File: src/rtl/mem_march_pkg.sv
// Shared types and helpers for the march-test initiator.
package mem_march_pkg;

    typedef enum logic [2:0] {
        StIdle,
        StWrUp,
        StRwR,
        StRwW,
        StRdDn,
        StDrain,
        StDone
    } state_e;

    localparam logic [1:0] PH_NONE  = 2'd0;
    localparam logic [1:0] PH_RW    = 2'd1;
    localparam logic [1:0] PH_RD_DN = 2'd2;

    function automatic logic is_last_addr(input int unsigned addr, input int unsigned m);
        return addr == ((32'd1 << m) - 32'd1);
    endfunction

endpackage

File: src/rtl/mem_march_initiator.sv
// Three-phase march test initiator (write up, read/write-inverse up, read down)
// with a registered compare pipeline against a single-port registered-read memory.
module mem_march_initiator
    import mem_march_pkg::*;
#(
    parameter int unsigned N = 32,
    parameter int unsigned M = 5
) (
    input  logic         clk,
    input  logic         reset,
    input  logic         start,
    input  logic [N-1:0] pattern,
    output logic         busy,
    output logic         done,
    output logic         pass,
    output logic [M+1:0] err_count,
    output logic [M-1:0] fail_addr,
    output logic [1:0]   fail_phase,
    output logic         mem_ctrl,
    output logic [M-1:0] mem_addr,
    output logic [N-1:0] mem_wdata,
    input  logic [N-1:0] mem_rdata
);

    localparam logic [M-1:0] ADDR_ONE = M'(1);
    localparam logic [M+1:0] ERR_ONE  = (M + 2)'(1);

    state_e       r_state, w_state_next;
    logic [N-1:0] r_pat, w_pat_next;
    logic [M-1:0] r_addr, w_addr_next;
    logic [N-1:0] r_wdata, w_wdata_next;
    logic         r_ctrl, w_ctrl_next;
    logic         r_busy, w_busy_next;
    logic         r_done, w_done_next;
    logic         r_pass, w_pass_next;
    logic [M+1:0] r_err, w_err_next;
    logic [M-1:0] r_faddr, w_faddr_next;
    logic [1:0]   r_fphase, w_fphase_next;
    logic         r_cmp_valid, w_cmp_valid_next;
    logic [M-1:0] r_cmp_addr, w_cmp_addr_next;
    logic [N-1:0] r_cmp_exp, w_cmp_exp_next;
    logic [1:0]   r_cmp_phase, w_cmp_phase_next;

    logic w_start_ok;
    logic w_last;
    logic w_first;
    logic w_miscmp;

    assign w_start_ok = (r_state == StIdle) && start;
    assign w_last     = is_last_addr(32'(r_addr), M);
    assign w_first    = (r_addr == '0);
    assign w_miscmp   = r_cmp_valid && (mem_rdata != r_cmp_exp);

    always_ff @(posedge clk or posedge reset) begin
        if (reset) begin
            r_state <= StIdle;
        end else begin
            r_state <= w_state_next;
        end
    end

    always_comb begin
        w_state_next = r_state;
        unique case (r_state)
            StIdle:  if (start) w_state_next = StWrUp;
            StWrUp:  if (w_last) w_state_next = StRwR;
            StRwR:   w_state_next = StRwW;
            StRwW:   w_state_next = w_last ? StRdDn : StRwR;
            StRdDn:  if (w_first) w_state_next = StDrain;
            StDrain: w_state_next = StDone;
            StDone:  w_state_next = StIdle;
            default: w_state_next = StIdle;
        endcase
    end

    always_comb begin
        w_pat_next       = w_start_ok ? pattern : r_pat;
        w_addr_next      = r_addr;
        w_cmp_valid_next = 1'b0;
        w_cmp_addr_next  = r_addr;
        w_cmp_exp_next   = r_cmp_exp;
        w_cmp_phase_next = r_cmp_phase;

        unique case (r_state)
            StIdle:  if (w_start_ok) w_addr_next = '0;
            StWrUp:  w_addr_next = w_last ? '0 : r_addr + ADDR_ONE;
            StRwR: begin
                w_cmp_valid_next = 1'b1;
                w_cmp_exp_next   = r_pat;
                w_cmp_phase_next = PH_RW;
            end
            StRwW:   if (!w_last) w_addr_next = r_addr + ADDR_ONE;
            StRdDn: begin
                w_cmp_valid_next = 1'b1;
                w_cmp_exp_next   = ~r_pat;
                w_cmp_phase_next = PH_RD_DN;
                if (!w_first) w_addr_next = r_addr - ADDR_ONE;
            end
            default: w_addr_next = r_addr;
        endcase

        // Only the first miscompare of a run records where it happened.
        w_err_next    = r_err;
        w_faddr_next  = r_faddr;
        w_fphase_next = r_fphase;
        if (w_start_ok) begin
            w_err_next    = '0;
            w_faddr_next  = '0;
            w_fphase_next = PH_NONE;
        end else if (w_miscmp) begin
            w_err_next = r_err + ERR_ONE;
            if (r_err == '0) begin
                w_faddr_next  = r_cmp_addr;
                w_fphase_next = r_cmp_phase;
            end
        end

        w_pass_next = r_pass;
        if (w_start_ok) begin
            w_pass_next = 1'b0;
        end else if (r_state == StDrain) begin
            w_pass_next = (w_err_next == '0);
        end

        // Memory and status outputs are registered from the next state so they align with it.
        w_wdata_next = r_wdata;
        if (w_state_next == StWrUp) begin
            w_wdata_next = w_pat_next;
        end else if (w_state_next == StRwW) begin
            w_wdata_next = ~r_pat;
        end
        w_ctrl_next = !(w_state_next inside {StWrUp, StRwW});
        w_busy_next = !(w_state_next inside {StIdle, StDone});
        w_done_next = (w_state_next == StDone);
    end

    always_ff @(posedge clk or posedge reset) begin
        if (reset) begin
            r_pat       <= '0;
            r_addr      <= '0;
            r_wdata     <= '0;
            r_ctrl      <= 1'b1;
            r_busy      <= 1'b0;
            r_done      <= 1'b0;
            r_pass      <= 1'b0;
            r_err       <= '0;
            r_faddr     <= '0;
            r_fphase    <= PH_NONE;
            r_cmp_valid <= 1'b0;
            r_cmp_addr  <= '0;
            r_cmp_exp   <= '0;
            r_cmp_phase <= PH_NONE;
        end else begin
            r_pat       <= w_pat_next;
            r_addr      <= w_addr_next;
            r_wdata     <= w_wdata_next;
            r_ctrl      <= w_ctrl_next;
            r_busy      <= w_busy_next;
            r_done      <= w_done_next;
            r_pass      <= w_pass_next;
            r_err       <= w_err_next;
            r_faddr     <= w_faddr_next;
            r_fphase    <= w_fphase_next;
            r_cmp_valid <= w_cmp_valid_next;
            r_cmp_addr  <= w_cmp_addr_next;
            r_cmp_exp   <= w_cmp_exp_next;
            r_cmp_phase <= w_cmp_phase_next;
        end
    end

    assign busy       = r_busy;
    assign done       = r_done;
    assign pass       = r_pass;
    assign err_count  = r_err;
    assign fail_addr  = r_faddr;
    assign fail_phase = r_fphase;
    assign mem_ctrl   = r_ctrl;
    assign mem_addr   = r_addr;
    assign mem_wdata  = r_wdata;

endmodule
File: config.mk
export PLATFORM = sky130hd
export DESIGN_NAME = mem_march_initiator
export DESIGN_NICKNAME = d
export VERILOG_FILES = /design/src/rtl/mem_march_pkg.sv /design/src/rtl/mem_march_initiator.sv
export SDC_FILE = /design/constraint.sdc
export NUM_CORES = 1
export LEC_CHECK = 0
export CORE_MARGIN = 4
export CORE_UTILIZATION = 56
export DETAILED_ROUTE_END_ITERATION = 12
export PLACE_DENSITY = 0.85
export SETUP_SLACK_MARGIN = 0.1
export SYNTH_ARGS = -nofsm -noshare
export SYNTH_HDL_FRONTEND = slang
export SYNTH_SLANG_ARGS = --single-unit
File: constraint.sdc
create_clock -name clk -period 7.4 [get_ports clk]
set_input_delay 1.11 -clock clk [delete_from_list [all_inputs] [get_ports clk]]
set_output_delay 1.11 -clock clk [all_outputs]
set_load 0.05 [all_outputs]
**Gate families picked out**

Bar = 20 µm.
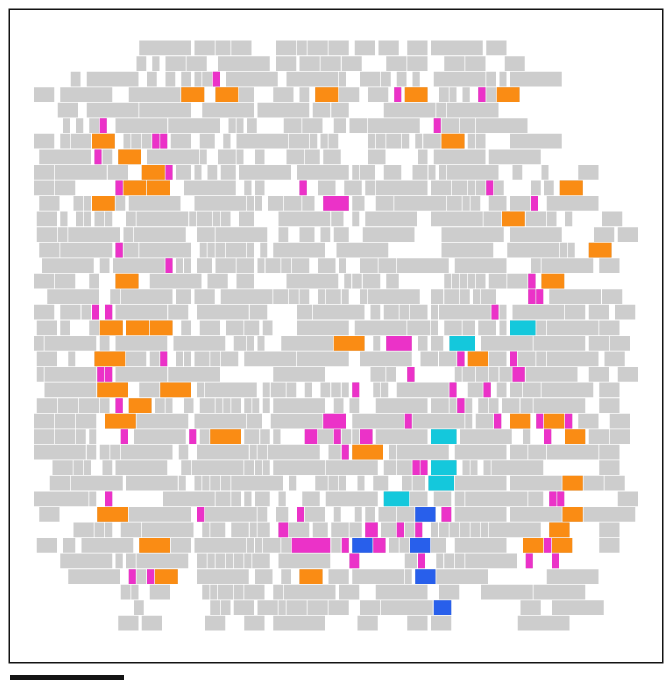
blue -> non-inverting ao/oa cells  # cells 5
magenta -> nor cells  # cells 69, where widely spread
cyan -> fa/ha/maj cells  # cells 6
orange -> mux cells  # cells 41, where widely spread
most used logic cell in the final layout: dfrtp_1
non-filler instance count after layout: 908

**M3 wires**

Bar = 20 µm.
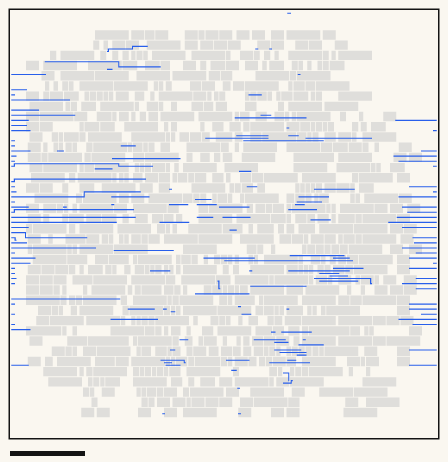
main direction = horizontal
wire length on this layer = 1160 µm

==> run_results.csv <==
group,metric,value,unit
final_layout,most-common-layout-cells,"dfrtp_1, clkdlybuf4s50_1, nand2_1, nor2_1, a21oi_1",
final_layout,area.share.sequential,39.9,%
global_route,groute.layer.met1.usage,32.4,%
drt,drcViolationCount,0,
final_layout,logic_gate_count,470,
synthesis,yosysSeqAreaShare,51.6,%
floorplanning,fp.coreArea,0.0109,mm²
worst_setup_path,critPathLaunchType,"input pin",
final_layout,multiInputGateArea,0.00282,mm²
drt,dr_wl_met2,7890,µm
global_route,grt.met3_usage,6.40,%
hold_path,min_to,"r_cmp_addr[4]$_DFF_PP0_",
synthesis,yosysChipArea,0.00630,mm²
synthesis,synthDistinctLibCells,47,
worst_setup_path,worst_r2r_path_depth,10,
global_route,global_route_wire_length_before_repair,26100,µm
cts,numCtsBuffers,17,
drt,postRouteWirelength,16200,µm
worst_setup_path,register_to_register_setup_slack,4400,ps
cts,ctsRootBufferMaster,"clkbuf_16",
cts,clk_path_buf_depth,2,
timing,fmax,320,MHz
worst_setup_path,critical_path.reg2reg.endpoint,"mem_wdata[1]$_DFFE_PP0N_",
synthesis,enable_flop_cells,0,
power_and_ir_drop,p_per_area,232,mW/mm²
timing,layout_setup_ws,4270,ps
place,dp_slack,3870,ps
synthesis,flop_cell,"dfrtp_1",
worst_setup_path,crit_chain,"clkdlybuf4s50_1 -> xnor2_1 -> nand4_1 -> nor4_2 -> a21boi_2 -> nand4b_1 -> mux2i_1 -> nor2_1",
global_route,grt_max_degree,71,
timing,setup_viol,0,
cts,post_cts_resized,0,
cts,cts_tree,"done",
worst_setup_path,critPathCaptureType,"register",
timing,hold_slack,489,ps
final_layout,clock_buffer_instance_count_of_the_final_layout,18,
final_layout,clk_share,7.45,%
place,placement.io_buffers,121,
cts,post_cts_buffers,0,
global_route,grt_antenna_before_repair,0,
drt,ant_nets,0,
drt,dr_top_layer,"met4",
worst_setup_path,arrival_time_worst_endpoint,3380,ps
cts,postCtsHoldBufs,0,
final_layout,sequential_cell_area,0.00325,mm²
timing,finalHoldViolations,0,
final_layout,num-nets-final,828,
floorplanning,die_height,114,µm
synthesis,ys_sh_xor,5.42,%
power_and_ir_drop,worst_ir_drop_vdd,0.156,mV
worst_setup_path,rr_startpoint,"mem_addr[0]$_DFFE_PP0P_",
place,gp_congestion,0.936,
place,placed_area,0.00754,mm²
timing,skew,9.99,ps
final_layout,antenna_cells_inserted,0,
timing,grt_setup_unrepaired,"false",
floorplanning,io-pin-count,122,
final_layout,nNonClkBuffers,127,
floorplanning,fp-row-count,38,
run,cap_viol_max_count,0,
worst_setup_path,cp.required,7660,ps
outcome,status,"complete, no violations",
worst_setup_path,crit_family,"simple AND/OR/NAND/NOR gates",
synthesis,synth.net_count,722,
timing,final.min_clock_period,3130,ps
drt,post_drt_via_cell_ratio,5.81,
place,dp_hpwl,10900,µm
drt,wl_met3,1160,µm
## cell usage after synthesis (2+ instances only)
master and instances:
ha_1 6, buf_1 3, o21ai_0 20, nor4_2 2, nor3_1 3, nor2_1 60, inv_1 9, clkbuf_1 22
and3_1 3, or2_2 2, or3_1 2, a211oi_1 2, xnor2_1 38, a21oi_1 53, mux2_4 9, nand2b_1 5
a221oi_1 2, buf_2 8, mux2_2 22, nand4_1 9, o21ai_1 25, nor2b_1 2, buf_6 6, nand3b_1 5
a221o_1 2, o211ai_1 27, nand4b_1 2, dfrtp_1 129, mux2i_1 9, nand3_1 29, nand2_1 117
## power breakdown
part	total (mW)	switching, mW	internal, mW
Clock	0.856	0.322	0.535
Combinational	0.251	0.140	0.111
Sequential	0.787	0.0392	0.748
Total	1.89	0.501	1.39
Power and IR drop assume default switching activity.
